[src/rtl/instr_fetch_if.sv]
// Instruction-memory bus between the fetch stage (master) and a synchronous
// instruction memory (slave). The address is a word address.
interface instr_fetch_if #(
   parameter int ADDR_W = 14
);
   logic [ADDR_W-3:0] imem_addr_o;
   logic [31:0]       imem_data_i;

   modport master (
      output imem_addr_o,
      input  imem_data_i
   );

   modport slave (
      input  imem_addr_o,
      output imem_data_i
   );
endinterface : instr_fetch_if

[src/rtl/instr_fetch.sv]
// Instruction-fetch stage: owns the PC, drives a synchronous instruction memory
// and presents an aligned {instruction, byte address} pair to the IF/ID register.
module instr_fetch #(
   parameter int                ADDR_W      = 14,
   parameter logic [ADDR_W-1:0] RESET_PC    = '0,
   parameter int                BOOT_CYCLES = 2
) (
   input  logic              clk,
   input  logic              rst_n,
   input  logic              stall_i,
   input  logic              jump_i,
   input  logic [ADDR_W-1:0] jump_addr_i,
   input  logic              halt_i,
   instr_fetch_if.master     imem,
   output logic [31:0]       Instr_o,
   output logic [ADDR_W-1:0] addr_o,
   output logic              valid_o,
   output logic              misalign_o,
   output logic [31:0]       fetch_cnt_o
);

   typedef enum logic [1:0] {
      BOOT = 2'd0,
      RUN  = 2'd1,
      HALT = 2'd2
   } state_t;

   localparam logic [3:0] BOOT_LAST = 4'(BOOT_CYCLES - 1);

   state_t            r_state,     w_state_next;
   logic [ADDR_W-1:0] r_pc,        w_pc_next;
   logic [3:0]        r_boot_cnt,  w_boot_cnt_next;
   logic              r_first_run, w_first_run_next;
   logic              r_misalign,  w_misalign_next;
   logic [31:0]       r_fetch_cnt, w_fetch_cnt_next;

   logic              w_valid;
   logic              w_accept;
   logic [ADDR_W-1:0] w_jump_tgt;
   logic              w_jump_misalign;

   assign w_jump_tgt      = {jump_addr_i[ADDR_W-1:2], 2'b00};
   assign w_jump_misalign = (jump_addr_i[1:0] != 2'b00);

   // The first RUN cycle only waits for mem[pc] to return, so it is never a real fetch.
   assign w_valid  = (r_state == RUN) && !r_first_run;
   assign w_accept = w_valid && !stall_i && !jump_i && !halt_i;

   always_comb begin
      // NOTE: every next-state signal gets a default before the case so no path
      // leaves it unassigned; otherwise synthesis infers a latch.
      w_state_next     = r_state;
      w_pc_next        = r_pc;
      w_boot_cnt_next  = r_boot_cnt;
      w_first_run_next = 1'b0;
      w_misalign_next  = r_misalign;

      unique case (r_state)
         BOOT: begin
            w_boot_cnt_next = r_boot_cnt + 4'd1;
            if (r_boot_cnt == BOOT_LAST) begin
               w_state_next     = RUN;
               w_first_run_next = 1'b1;
            end
         end

         RUN: begin
            if (halt_i) begin
               w_state_next = HALT;
            end else if (jump_i) begin
               // The aligned target is loaded even when the request was misaligned.
               w_pc_next = w_jump_tgt;
               if (w_jump_misalign) begin
                  w_misalign_next = 1'b1;
                  w_state_next    = HALT;
               end
            end else if (!stall_i && !r_first_run) begin
               w_pc_next = r_pc + ADDR_W'(4);
            end
         end

         HALT: begin
            w_state_next = HALT;
         end

         default: begin
            w_state_next = HALT;
         end
      endcase

      w_fetch_cnt_next = r_fetch_cnt + 32'(w_accept);
   end

   // NOTE: state registers use non-blocking assignments so every flop samples
   // pre-edge values, independent of statement order.
   always_ff @(posedge clk or negedge rst_n) begin
      if (!rst_n) begin
         r_state     <= BOOT;
         r_pc        <= RESET_PC;
         r_boot_cnt  <= 4'd0;
         r_first_run <= 1'b0;
         r_misalign  <= 1'b0;
         r_fetch_cnt <= 32'd0;
      end else begin
         r_state     <= w_state_next;
         r_pc        <= w_pc_next;
         r_boot_cnt  <= w_boot_cnt_next;
         r_first_run <= w_first_run_next;
         r_misalign  <= w_misalign_next;
         r_fetch_cnt <= w_fetch_cnt_next;
      end
   end

   // Presenting pc_next lets the registered memory return mem[pc] as pc becomes visible.
   assign imem.imem_addr_o = w_pc_next[ADDR_W-1:2];

   assign addr_o      = r_pc;
   assign Instr_o     = w_valid ? imem.imem_data_i : 32'h0;
   assign valid_o     = w_valid;
   assign misalign_o  = r_misalign;
   assign fetch_cnt_o = r_fetch_cnt;

endmodule : instr_fetch

[src/flat_wrapper.sv]
// flat-port wrapper written by rule: the top's interface ports become plain ports
module instr_fetch_flat 
#(
   parameter int                ADDR_W      = 14,
   parameter logic [ADDR_W-1:0] RESET_PC    = '0,
   parameter int                BOOT_CYCLES = 2
)
  (clk, rst_n, stall_i, jump_i, jump_addr_i, halt_i, Instr_o, addr_o, valid_o, misalign_o, fetch_cnt_o, imem_imem_addr_o, imem_imem_data_i);
  instr_fetch_if #(.ADDR_W(ADDR_W)) imem_i ();
  input  logic clk;
  input  logic rst_n;
  input  logic stall_i;
  input  logic jump_i;
  input  logic [ADDR_W-1:0] jump_addr_i;
  input  logic halt_i;
  output logic [31:0] Instr_o;
  output logic [ADDR_W-1:0] addr_o;
  output logic valid_o;
  output logic misalign_o;
  output logic [31:0] fetch_cnt_o;
  output wire logic [$bits(imem_i.imem_addr_o)-1:0] imem_imem_addr_o;
  input wire logic [$bits(imem_i.imem_data_i)-1:0] imem_imem_data_i;
  assign imem_imem_addr_o = imem_i.imem_addr_o;
  assign imem_i.imem_data_i = imem_imem_data_i;
  instr_fetch #(.ADDR_W(ADDR_W), .RESET_PC(RESET_PC), .BOOT_CYCLES(BOOT_CYCLES)) u_core (.clk(clk), .rst_n(rst_n), .stall_i(stall_i), .jump_i(jump_i), .jump_addr_i(jump_addr_i), .halt_i(halt_i), .imem(imem_i), .Instr_o(Instr_o), .addr_o(addr_o), .valid_o(valid_o), .misalign_o(misalign_o), .fetch_cnt_o(fetch_cnt_o));
endmodule
[config.mk]
export PLATFORM = sky130hd
export DESIGN_NAME = instr_fetch_flat
export DESIGN_NICKNAME = d
export VERILOG_FILES = /design/src/rtl/instr_fetch_if.sv /design/src/rtl/instr_fetch.sv /design/src/flat_wrapper.sv
export SDC_FILE = /design/constraint.sdc
export NUM_CORES = 1
export LEC_CHECK = 0
export CELL_PAD_IN_SITES_DETAIL_PLACEMENT = 0
export CELL_PAD_IN_SITES_GLOBAL_PLACEMENT = 1
export CORE_MARGIN = 4
export CORE_UTILIZATION = 29
export DETAILED_ROUTE_END_ITERATION = 8
export GPL_TIMING_DRIVEN = 0
export PLACE_DENSITY = 0.9
export SLEW_MARGIN = 20
export SYNTH_ARGS = -nofsm -noshare
export SYNTH_HDL_FRONTEND = slang
export SYNTH_SLANG_ARGS = --single-unit
export TNS_END_PERCENT = 50
[constraint.sdc]
create_clock -name clk -period 2.9 [get_ports clk]
set_clock_uncertainty 0.1 [all_clocks]
set_input_delay 0.87 -clock clk [delete_from_list [all_inputs] [get_ports clk]]
set_output_delay 0.87 -clock clk [all_outputs]
set_load 0.005 [all_outputs]
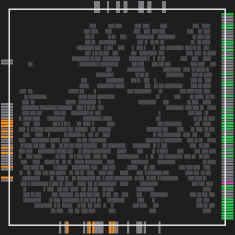
**Above:** run 1 (pin placement).
(2 px per um) Pins as bars across the die edge, other pins in grey.
legend:
  `valid_o`:
    colour: magenta
    pins: 1
    direction: output
    edge: east
  `jump_addr_i`:
    colour: orange
    pins: 14
    direction: input
    edge: 9 west, 5 south
  `Instr_o`:
    colour: green
    pins: 32
    direction: output
    edge: east
Die X: 107 um
PortBufs: 141
die y size: 107 um

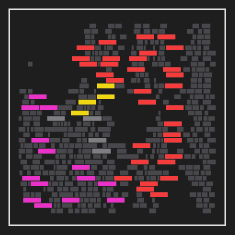
**Above:** run 1 (register map, names as in the netlist).
(2 px per um) Other sequential cells in the stronger grey, the rest of the logic in the fainter grey.
legend:
  `u_core.r_boot_cnt`:
    colour: yellow
    sequential_cells: 4
    where: centre
  `u_core.addr_o`:
    colour: magenta
    sequential_cells: 14
  `u_core.fetch_cnt_o`:
    colour: red
    sequential_cells: 32
not coloured: 4

==> changes_impl.md, run 1 <==
### Physical design

* Failing checks: setup timing
* Tool warning count at 30
* Critical path class: input pin to primary output
* CP max FO at 4
* Slack of the critical path at -0.225 ns
* Crit-path max cell delay at 0.34 ns
* Gr ovfl total at 0
* Worst vdd ir at 0.242 mV
* Final setup viols at 11
* Largest net degree at the start of global routing at 55
* Relative slew slack at 52.8%
* IO Pins at 143
* # fillers at 822
* Post-synth area hogs: dfrtp_1 (47%), and2_1 (8.8%), xnor2_1 (8.3%), nand4_1 (3.1%), and3_1 (2.8%)
* H-tree depth at 2
* Mapped cell area at 2860 sq um
* Via count at 2859
* Hpwl dp at 6580 um
* Detail Route Antenna Nets at 0
* Final Slew Violations at 0
* Syn Area/Cell at 10.2 sq um
* Routability cong. at 0.789
* Slowest CP cell: mux2_4
* Outcome: finished with violations
* Setup tns final at -1.62 ns
* Logic area at 1680 sq um
* Reg2reg path depth at 10
* Main flop type after synthesis: dfrtp_1
* Critical Path AT at 2.16 ns
* Final Hold Viols at 0
* Row Count at 35
* Clk slew on worst S/H paths at 0.09 ns
* Most instantiated cells after synthesis: dfrtp_1 (54), and2_1 (40), xnor2_1 (27)
* Antenna cell count at 0
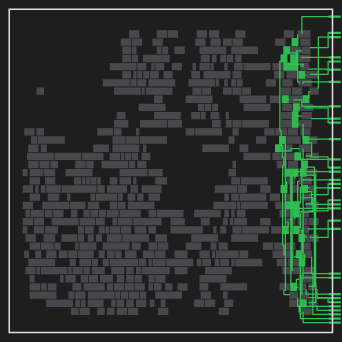
**Above:** run 1 (port wiring).
(3 px per um)
legend:
  `Instr_o`:
    colour: green
    bits: 32
    direction: output
    end_cells: 32
    buffers: 32
    wire: 836 um

## run 1: power by group
| group | total, uW | internal (uW) | switching, uW |
|---|---|---|---|
| combinational | 249 | 149 | 100 |
| clock | 508 | 257 | 251 |
| sequential | 850 | 798 | 52.0 |
## run 1: layout make-up
cell class	instances	share of cell area [%]
timing repair buffer	178	33.5
clock inverter	3	0.872
clock buffer	5	1.33
sequential	54	26.3
inverter	4	0.291
multi-input combinational	210	32.5
tap	129	3.13
buffer	11	2.13
## run 1: registers in the layout, indices dropped and copies added, names as in the netlist
| signal | cells |
|---|---|
| u_core.r_state | 2 |
| u_core.misalign_o | 1 |
| u_core.r_first_run | 1 |
| u_core.fetch_cnt_o | 32 |
| u_core.r_boot_cnt | 4 |
| u_core.addr_o | 14 |
## run 1: kinds of logic after synthesis
kind of cell | share of synthesized area, %
buffers and inverters | 2.19
muxes | 2.23
AOI/OAI and AO/OA | 6.83
DFF | 47.3
adders and majority gates | 2.63
xor gates and xnor gates | 10.1
and+or+nand+nor | 28.7
## run 1: cells in the final DEF, fill, tap and decap left out, types with 3 or more instances in the layout
cell type         n
and3_1           13
clkbuf_8          8
mux2i_1           3
nand2_1          14
o21ai_1           3
dfrtp_1          50
xor2_1            6
nor2_1           11
dlymetal6s2s_1   14
buf_6            10
dfrtp_2           4
and4_1            4
o22ai_2           5
buf_4            28
o22ai_1           4
nand4_1          14
clkdlybuf4s50_1  95
buf_8             3
nor2_4            3
nand4b_1          3
dlygate4sd2_1    17
buf_2            12
inv_1             4
mux2_4            3
xnor2_1          27
and2_1           39
a21oi_2           6
ha_1              4
nand3_1          11
## run 1: layer usage
layer | track usage (%) | part of all wire (%) | up-vias
met2 | 30.0 | 52 | 136
li1 | - | - | 1348
met3 | 4.44 | 9.3 | 13
met4 | 3.65 | 1.6 | 0
met1 | 16.5 | 38 | 1362
met5 | 0 | 0 | -
## run 1: path summary, 6_finish.rpt
path | startpoint | end | slack (ns)
hold / removal | u_core.misalign_o$_DFFE_PN0P_ | u_core.misalign_o$_DFFE_PN0P_ | 0.36
setup reg to reg | u_core.r_first_run$_DFF_PN0_ | u_core.fetch_cnt_o[26]$_DFF_PN0_ | 0.30
max in group asynchronous | rst_n | u_core.r_state[1]$_DFFE_PN0P_ | 1.70
hold reg to reg | u_core.misalign_o$_DFFE_PN0P_ | u_core.misalign_o$_DFFE_PN0P_ | 0.36
min in group asynchronous | rst_n | u_core.addr_o[11]$_DFF_PN0_ | 0.50
setup / recovery | stall_i | imem_imem_addr_o[9] | -0.23
## run 1: what timing repair did
| action | CTS | global route |
|---|---|---|
| setup endpoints to repair | 65 | 47 |
| buffers inserted | 31 | 6 |
| resized | 137 | 46 |
| gates cloned | 3 | 0 |
| pin swaps | 19 | 13 |
## run 1: through the flow
stage          hold WS, ns  total power, uW  cells  cell area, sq um  setup slack (ns)
6_report             0.365             1610    594              5160            -0.225
5_1_grt              0.385             1690    594              5160            -0.286
4_1_cts              0.370             1620    591              4990            -0.259
3_5_place_dp         0.347             1070    550              4430             -1.32
3_3_place_gp         0.344             1060    550              4430             -1.28
2_1_floorplan        0.347              936    280              2860           0.00353
**Run 1: track usage over the die**

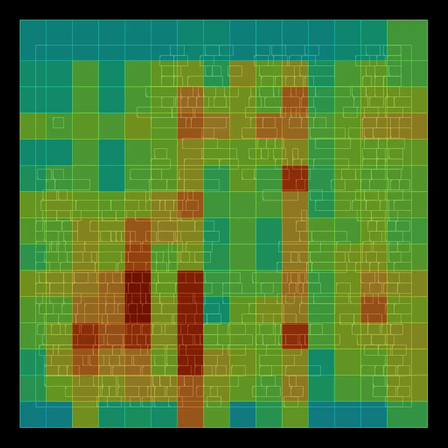

==> inputs of run 2 (changes only) <==
--- a/config.mk
+++ b/config.mk
@@ -12,7 +12,7 @@
 export DETAILED_ROUTE_END_ITERATION = 8
 export GPL_TIMING_DRIVEN = 0
 export PLACE_DENSITY = 0.9
-export SLEW_MARGIN = 20
+export SLEW_MARGIN = 30
 export SYNTH_ARGS = -nofsm -noshare
 export SYNTH_HDL_FRONTEND = slang
 export SYNTH_SLANG_ARGS = --single-unit
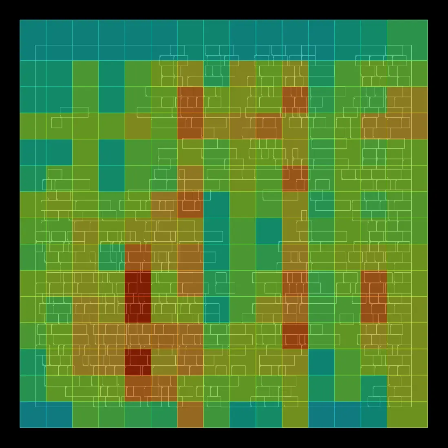
**Above:** run 2 (track usage over the die).
Most Crowded Layer GR: met2
GRT met1 Usage: 16.1%
GR Util met2: 29.0%

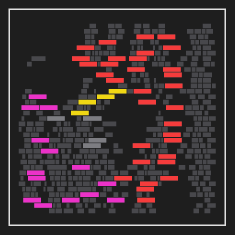
**Above:** run 2 (register map, names as in the netlist).
(2 px per um) Other sequential cells in the stronger grey, the rest of the logic in the fainter grey.
legend:
  `u_core.fetch_cnt_o`:
    colour: red
    sequential_cells: 32
  `u_core.r_boot_cnt`:
    colour: yellow
    sequential_cells: 4
    where: centre
  `u_core.addr_o`:
    colour: magenta
    sequential_cells: 14
not coloured: 4
sequential fraction of total cell area: 26.7%
FF/Latch Area: 1360 sq um
Flop+latch power: 843 uW
utilization after layout: 54.0%

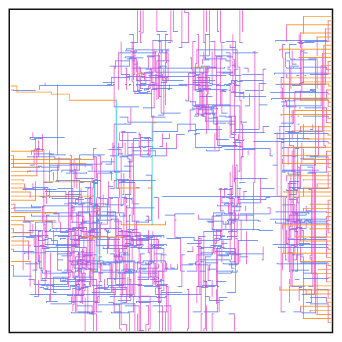
**Above:** run 2 (routed metal, one colour a layer).
(3 px per um)
legend:
  met1:
    colour: blue
    wire_length: 3530 um
  met4:
    colour: cyan
    wire_length: 122 um
  met2:
    colour: magenta
    wire_length: 4700 um
  met3:
    colour: orange
    wire_length: 846 um

==> run 2 against run 1 <==
First-iteration DRC count is 5.9% lower. The flow still finishes with violations (setup timing). Highest routed layer unchanged. Sequential power shrank 0.8%. Worst hold slack better by 0.0011 ns.
==> changes_impl.md, run 2 <==
### Physical design

* Logic area at 1630 sq um
* Gr ovfl total at 0
* Slack of the critical path at -0.322 ns
* Hpwl dp at 6690 um
* Tool warning count at 30
* # fillers at 834
* Worst vdd ir at 0.199 mV
* Reg2reg path depth at 10
* Final Slew Violations at 0
* Critical Path AT at 2.25 ns
* Failing checks: setup timing
* Detail Route Antenna Nets at 0
* Clk slew on worst S/H paths at 0.10 ns
* Main flop type after synthesis: dfrtp_1
* Most frequent logic cell in the layout: clkdlybuf4s50_1
* Via count at 2817
* IO Pins at 143
* Final Hold Viols at 0
* Combinational power share at 17.3%
* Final setup viols at 11
* Flop2flop setup slack at 0.27 ns
* Clock group share of total power at 28.1%
* Switching Share at 26.3%
* Die X at 107 um
* Largest register FFs at 32
* Final Total Pwr at 1540 uW
* Critical path class: input pin to primary output
* Internal at 1140 uW
* Largest net degree at the start of global routing at 29
* Sequential share of power at 54.5%
* H-tree depth at 2
* Sw Pwr at 406 uW
* Worst r2r src: u_core.r_state[1]$_DFFE_PN0P_
* PortBufs at 141
* CP max FO at 4
* Relative slew slack at 72.3%
* Post-synth area hogs: dfrtp_1 (47%), and2_1 (8.8%), xnor2_1 (8.3%), nand4_1 (3.1%), and3_1 (2.8%)
* Die y size at 107 um
* Outcome: finished with violations
* Worst R2R End: u_core.fetch_cnt_o[14]$_DFF_PN0_
run 2: cell counts after synthesis:
Identical to the previous run, type by type.
run 2: repair_timing:
| item | 4_1_cts | 5_1_grt |
|---|---|---|
| gates resized | 141 | 35 |
| buffers inserted | 26 | 4 |
| pin swaps | 21 | 9 |
| endpoints found under the setup margin | 65 | 51 |
| cloned | 2 | 0 |
run 2: kinds of logic after synthesis:
| kind of cell | count (synthesis) | share of synthesized area [%] |
|---|---|---|
| simple gates | 134 | 28.7 |
| flops | 54 | 47.3 |
| xor+xnor | 33 | 10.1 |
| compound gates | 31 | 6.83 |
| buf+inv | 16 | 2.19 |
| mux | 6 | 2.23 |
| fa+ha+maj | 6 | 2.63 |
run 2: worst max path at each step:
stage,startpoint,end,slack (ns)
floorplan,halt_i,u_core.fetch_cnt_o[24]$_DFF_PN0_,0.004
global placement,halt_i,imem_imem_addr_o[3],-1.28
detailed placement,halt_i,imem_imem_addr_o[3],-1.29
CTS,stall_i,imem_imem_addr_o[9],-0.29
global route,stall_i,imem_imem_addr_o[9],-0.37
finish,stall_i,imem_imem_addr_o[9],-0.32
run 2: power groups by stage:
stage | registers [uW] | clock network (uW) | logic [uW]
floorplan | 844 | 0 | 91.2
detailed placement | 851 | 0 | 222
global route | 850 | 488 | 295
finish | 843 | 434 | 268
global placement | 850 | 0 | 209
CTS | 843 | 454 | 269
run 2: final cells by class:
cell class	count	share of cell area (%)
clock buffers	5	1.35
well taps	129	3.18
multi-input cells	210	32.0
repair buffers	174	33.9
inverters	4	0.296
plain buffers	11	2.04
flip-flops and latches	54	26.7
clock inverters	3	0.493
run 2: worst max-delay path, cell delays in order:
cell      delay (ns)
buf_6           0.09
nor4bb_1        0.24
buf_2           0.20
buf_6           0.11
buf_6           0.08
nand4_1         0.11
mux2_4          0.34
nor2_4          0.08
buf_2           0.11
run 2: through the flow:
stage / cell area, sq um / std cells / TNS, ns / setup WS [ns] / hold WS, ns
6_report: 5080 / 590 / -2.25 / -0.322 / 0.366
5_1_grt: 5080 / 590 / -2.89 / -0.366 / 0.376
4_1_cts: 4960 / 586 / -2.96 / -0.290 / 0.370
3_5_place_dp: 4450 / 551 / -40.25 / -1.29 / 0.347
3_3_place_gp: 4430 / 550 / -81.72 / -1.28 / 0.344
2_1_floorplan: 2860 / 280 / 0 / 0.00353 / 0.347
run 2: per-layer routing:
layer	track usage, %	vias up	wire [um]
met3	4.44	13	845
met4	3.65	0	121
met1	16.1	1341	3530
met5	0	-	0
met2	29.0	123	4700
li1	-	1340	-
Power and IR drop assume default switching activity.
